==> config.mk <==
export PLATFORM = sky130hd
export DESIGN_NAME = control_unit
export DESIGN_NICKNAME = d
export VERILOG_FILES = /design/src/rtl/control_unit.sv
export SDC_FILE = /design/constraint.sdc
export NUM_CORES = 1
export LEC_CHECK = 0
export ABC_CLOCK_PERIOD_IN_PS = 2100
export CAP_MARGIN = 10
export CORE_MARGIN = 8
export CORE_UTILIZATION = 35
export CTS_BUF_LIST = sky130_fd_sc_hd__clkbuf_8
export CTS_CLUSTER_DIAMETER = 200
export DETAILED_ROUTE_END_ITERATION = 8
export PLACE_DENSITY = 0.69
export RECOVER_POWER = 25
export SKIP_CTS_REPAIR_TIMING = 1
export SLEW_MARGIN = 20
export SYNTH_ARGS = -nofsm -noshare
export SYNTH_HDL_FRONTEND = slang
export SYNTH_SLANG_ARGS = --single-unit
==> constraint.sdc <==
create_clock -name CLK -period 2.1 [get_ports CLK]
set_input_delay 0.42 -clock CLK [delete_from_list [all_inputs] [get_ports CLK]]
set_output_delay 0.42 -clock CLK [all_outputs]
set_load 0.05 [all_outputs]
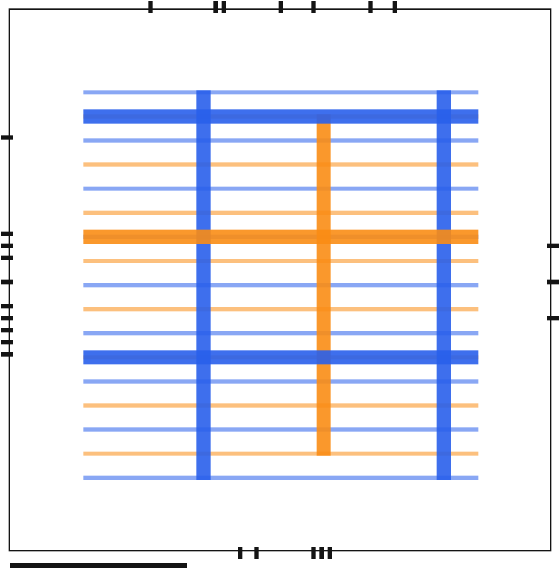
pdn.png
Scale bar: 20 microns. Pins as bars on the die edge.
| net | color |
|---|---|
| VSS | blue |
| VDD | orange |
met4 straps: 3
rows: 16
met5 straps: 3
met1 rails: 17
signal pins: 25
Floorplan Core Area: 1942 sq um
Die Width: 60.98 microns
maximum vdd ir drop: 1.269 mV
die y size: 60.98 microns

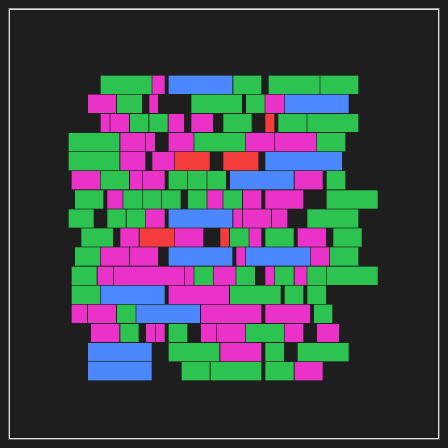
cell_classes.png
| class | color | cells | share of their area |
|---|---|---|---|
| flip-flops | blue | 11 | 18% |
| clock drivers and dummy loads | red | 5 | 3.2% |
| all other logic | magenta | 55 | 33% |
| other buffers and delay cells | green | 59 | 45% |
number of core rows: 16
Non-Filler Cell Area, Final: 1567 sq um
final core occ: 80.67%

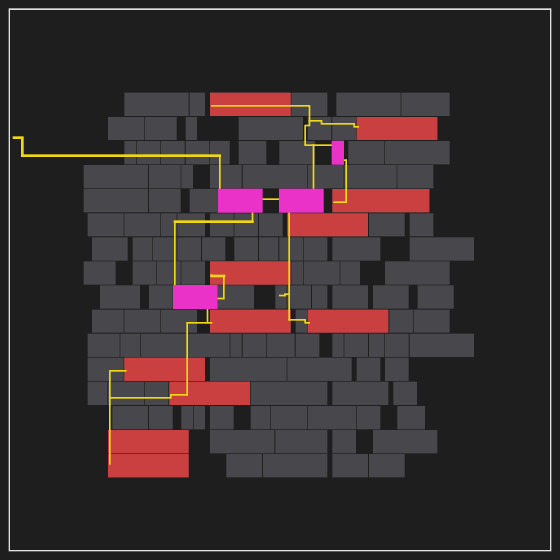
clock_map.png
[flip-flops] red | count: 11
[clock wires] yellow | length: 152 microns
[cells driving clock nets] magenta | count: 4
routed clock nets: 5
final setup skew: 0.05268 ns
clock distribution power: 0.000215 W

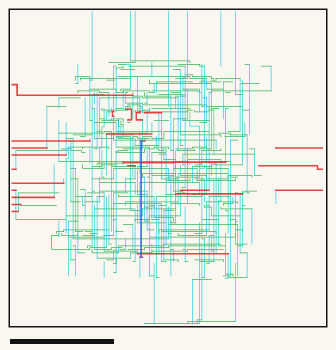
metal_stack.png
Scale bar: 20 microns.
| layer | color | wire length |
|---|---|---|
| met3 | red | 189 microns |
| met2 | cyan | 1420 microns |
| met4 | blue | 22.4 microns |
| met1 | green | 1180 microns |
per-cell routed wire length: 17.90 microns
Total Wirelength: 2811 microns

==> results.txt <==
Synthesis and place-and-route results.

- Counting the clock-network buffers in the layout gives 3.
- The biggest fanout along the worst timing path is 4.
- The synthesized netlist was found by Yosys to have 71 cells.
- The number of maximum-capacitance violations recorded for the run is 0.
- Per the STA report, the cell with the highest stage delay on the worst path is sky130_fd_sc_hd__or4_4.
- During synthesis, Yosys emitted a total of 0 warnings.
- The highest metal layer with signal wires is met4.
- The leakage power of the design is 0.7061 nW.
- The final reports fail on negative setup slack.
- The script logs the ratio of routed vias to standard cells as 5.338.
- The number of optimization iterations in the first detailed-route pass is 4.
- The power per unit of standard cell area is 1518 nW/um^2.
- The number of port buffers is 24.
- The tightest hold path in the finished design has a slack of 0.6005 ns.
- For this floorplan the total number of well-tap instances is 27.
- The number of buffers and inverters on the critical path is 1.
- The worst min-delay path class is reg -> reg.
- The DRC violation total left in the routed layout is recorded as 0.
- The worst reg-to-reg setup slack is 0.07 ns.
- The synthesized netlist net count is 77.
- The peak per-stage delay on the critical path is 0.50 ns.
- In the final layout, the multi-input gates occupy approximately 500 sq um.
- The cell sitting at the root of the clock tree is a sky130_fd_sc_hd__clkbuf_8.
- Cells with a size suffix above 1 make up 61.54% of the layout.
- After legalization and detailed placement, the total HPWL measured 1791 microns.
- Leaving out fill and tap cells, the most frequent cells in the layout are 26 x sky130_fd_sc_hd__buf_4, 14 x sky130_fd_sc_hd__buf_12, 12 x sky130_fd_sc_hd__buf_6, 10 x sky130_fd_sc_hd__dfrtn_1, 5 x sky130_fd_sc_hd__inv_1.
- The type of element capturing the critical path is an output port.
- The post-route non-filler standard cell count is 157.
- The stat command in Yosys gives a chip area of about 710 sq um.
- Dividing the synthesized area by the synthesized cell count gives 9.974 sq um.
- Entering global routing, the biggest net connects 17 pins.
- The sequential cell area is 280.3 sq um.
- Multi-input gates account for 31.63% of the area.
- The cell sequence reported for the critical path is or4_4 > or3b_4 > a2111oi_4 > buf_12.
- The buffer count excluding the clock tree in the final layout is 59.
- After floorplanning, the die was sized to cover 3719 sq um.
- The total power consumption of the routed design is 0.002378 W.
- The final worst setup slack is -1.614 ns.
- Non-clock buffering takes up 44.25% of total cell area after layout.
- The clock sink count is 11.
- Leaving out the clock tree, the finished layout contains an inverter count of 4.
- The number of distinct library cell variants in the gate-level netlist after synthesis is 33.
- Setup repair after global routing could not meet its margin everywhere.
- The floorplan report gives the top-level pin count as 25.
- Counting every instance in the synthesized netlist gives 71.
- The required time at the worst-slack endpoint is approximately 1.7 ns.
- The share of the yosys chip area belonging to registers is 39.05%.
- The latest clock arrival within the worst-skew pair is 0.30 ns.
- The total number of sequential cells is 11.
- Per the TritonCTS log, the buffer count is 3.
- Measured on the final layout, the clock distribution area share stands at 3.115%.
- Before CTS, the worst setup slack after placement is -1.272 ns.
- The combined global-route utilization of all metal layers is 13.04%.
- The starting utilization of the core area is 36.47%.
- Detailed routing inserted a total of 838 vias.
- In this run the number of H-tree levels came out at 1.
- The clock-pin slew of the registers on the worst-case setup and hold paths is 0.04 ns.
- The initial antenna violation count is 0.
- The flow ran to the end, but the final reports show violations.
- The final sum of negative setup slack is -19.11 ns.
- The number of cells in the design after placement is 146.
- Yosys reported a register bit count of 11.
- Summing every instance area after synthesis gives 708.2 sq um.
- In the final design, more cell area goes to non-clock buffers than to any other class.
- The OpenROAD warning count is 29.
- The count of flip-flops with a built-in enable after synthesis is 0.
- The multi-input combinational cell count is 51.
- The violation tally from detailed-route iteration zero is 29.
- The first global-routing pass estimated 3712 microns of wire.
- The worst register-to-register path depth is 8.
- The most used flip-flop cell after synthesis is sky130_fd_sc_hd__dfrtn_1.
- The critical path crosses 4 cells after its start point.
- The number of endpoints failing setup at the final stage is 19.
- The number of global-route vias before repair was 803.
- Grouping stages by cell kind, the critical path spends the most delay in simple AND/OR/NAND/NOR gates.
- The cell area after placement is approximately 1300 sq um.
- TritonCTS built the clock tree.
- The placement summary gives the final routability congestion estimate as 0.7752.
- The count of nets left with antenna violations once routing finished came out at 0.
- Leaving out fill and tap cells, the most frequent cell in the layout is sky130_fd_sc_hd__buf_4.
- The final-report hold violation count is 0.
- Registers represent a cell area share of 17.89%.
- At the end of the flow, the number of nets in the layout was about 140.
- Per the GRT congestion report, total overflow comes to 0.
- The type of the worst setup path is reg -> out.
- The critical path launch point type is a flip-flop.
- Per the detail_route log, met2 wirelength is about 1400 microns.
- The number of inserted diodes is 0.
- The worst hold path cell count is 2.
- For the worst setup path, the data arrival time is 3.29 ns.
- The worst-margin pin slew is 0.4365 ns.
- Counting pins that exceed their max-slew limit in the final report gives 0.
- The final layout report lists a filler cell count of 111.
- The register with the most flip-flops in the layout has 6 of them.
- The worst-case clock buffer depth is 2.
- The area overhead of the layout relative to synthesis is 121.2%.
## per-layer routing
metal  track usage (%)  vias up
met5                 0        -
met4             2.658        0
met3             5.085        2
met2             20.97       38
met1             16.02      412
li1                  -      386
## power breakdown
| part | internal [W] | leakage [nW] | switching, W | total, W |
|---|---|---|---|---|
| combinational | 0.000865 | 0.533 | 0.000911 | 0.00178 |
| clock | 0.000131 | 0.0322 | 0.0000839 | 0.000215 |
| sequential | 0.000313 | 0.141 | 0.0000736 | 0.000387 |
## worst min-delay path, cell delays in order, from the launching register on
cell,delay [ns]
sky130_fd_sc_hd__dfrtn_1,0.43
sky130_fd_sc_hd__buf_6,0.14
sky130_fd_sc_hd__a21o_1,0.11
## cells by family (layout without fill, tap and decap cells)
kind of cell / count (synthesis) / count (layout) / share of synthesized area, %
AND-OR/OR-AND: 14 / 14 / 17.32
XOR/XNOR: 2 / 2 / 2.474
buffers and inverters: 9 / 68 / 4.770
flip-flops: 11 / 11 / 39.05
multiplexers: 4 / 4 / 6.360
AND/OR/NAND/NOR: 31 / 31 / 30.04
## synthesized netlist by cell type (2+ instances only)
master	count	area share [%]
sky130_fd_sc_hd__a21o_1	5	5.3
sky130_fd_sc_hd__and4_1	2	2.5
sky130_fd_sc_hd__clkbuf_1	4	2.1
sky130_fd_sc_hd__dfrtn_1	10	35
sky130_fd_sc_hd__inv_1	5	2.7
sky130_fd_sc_hd__mux2_2	4	6.4
sky130_fd_sc_hd__nand2_1	4	2.1
sky130_fd_sc_hd__nand3_1	2	1.4
sky130_fd_sc_hd__nand4_1	2	1.8
sky130_fd_sc_hd__nand4bb_1	2	3.2
sky130_fd_sc_hd__nor2_1	5	2.7
sky130_fd_sc_hd__nor3_1	2	1.4
sky130_fd_sc_hd__o21ai_0	3	2.1
sky130_fd_sc_hd__or3_1	2	1.8
No activity file was given, so power comes from the tool's default toggle rates.
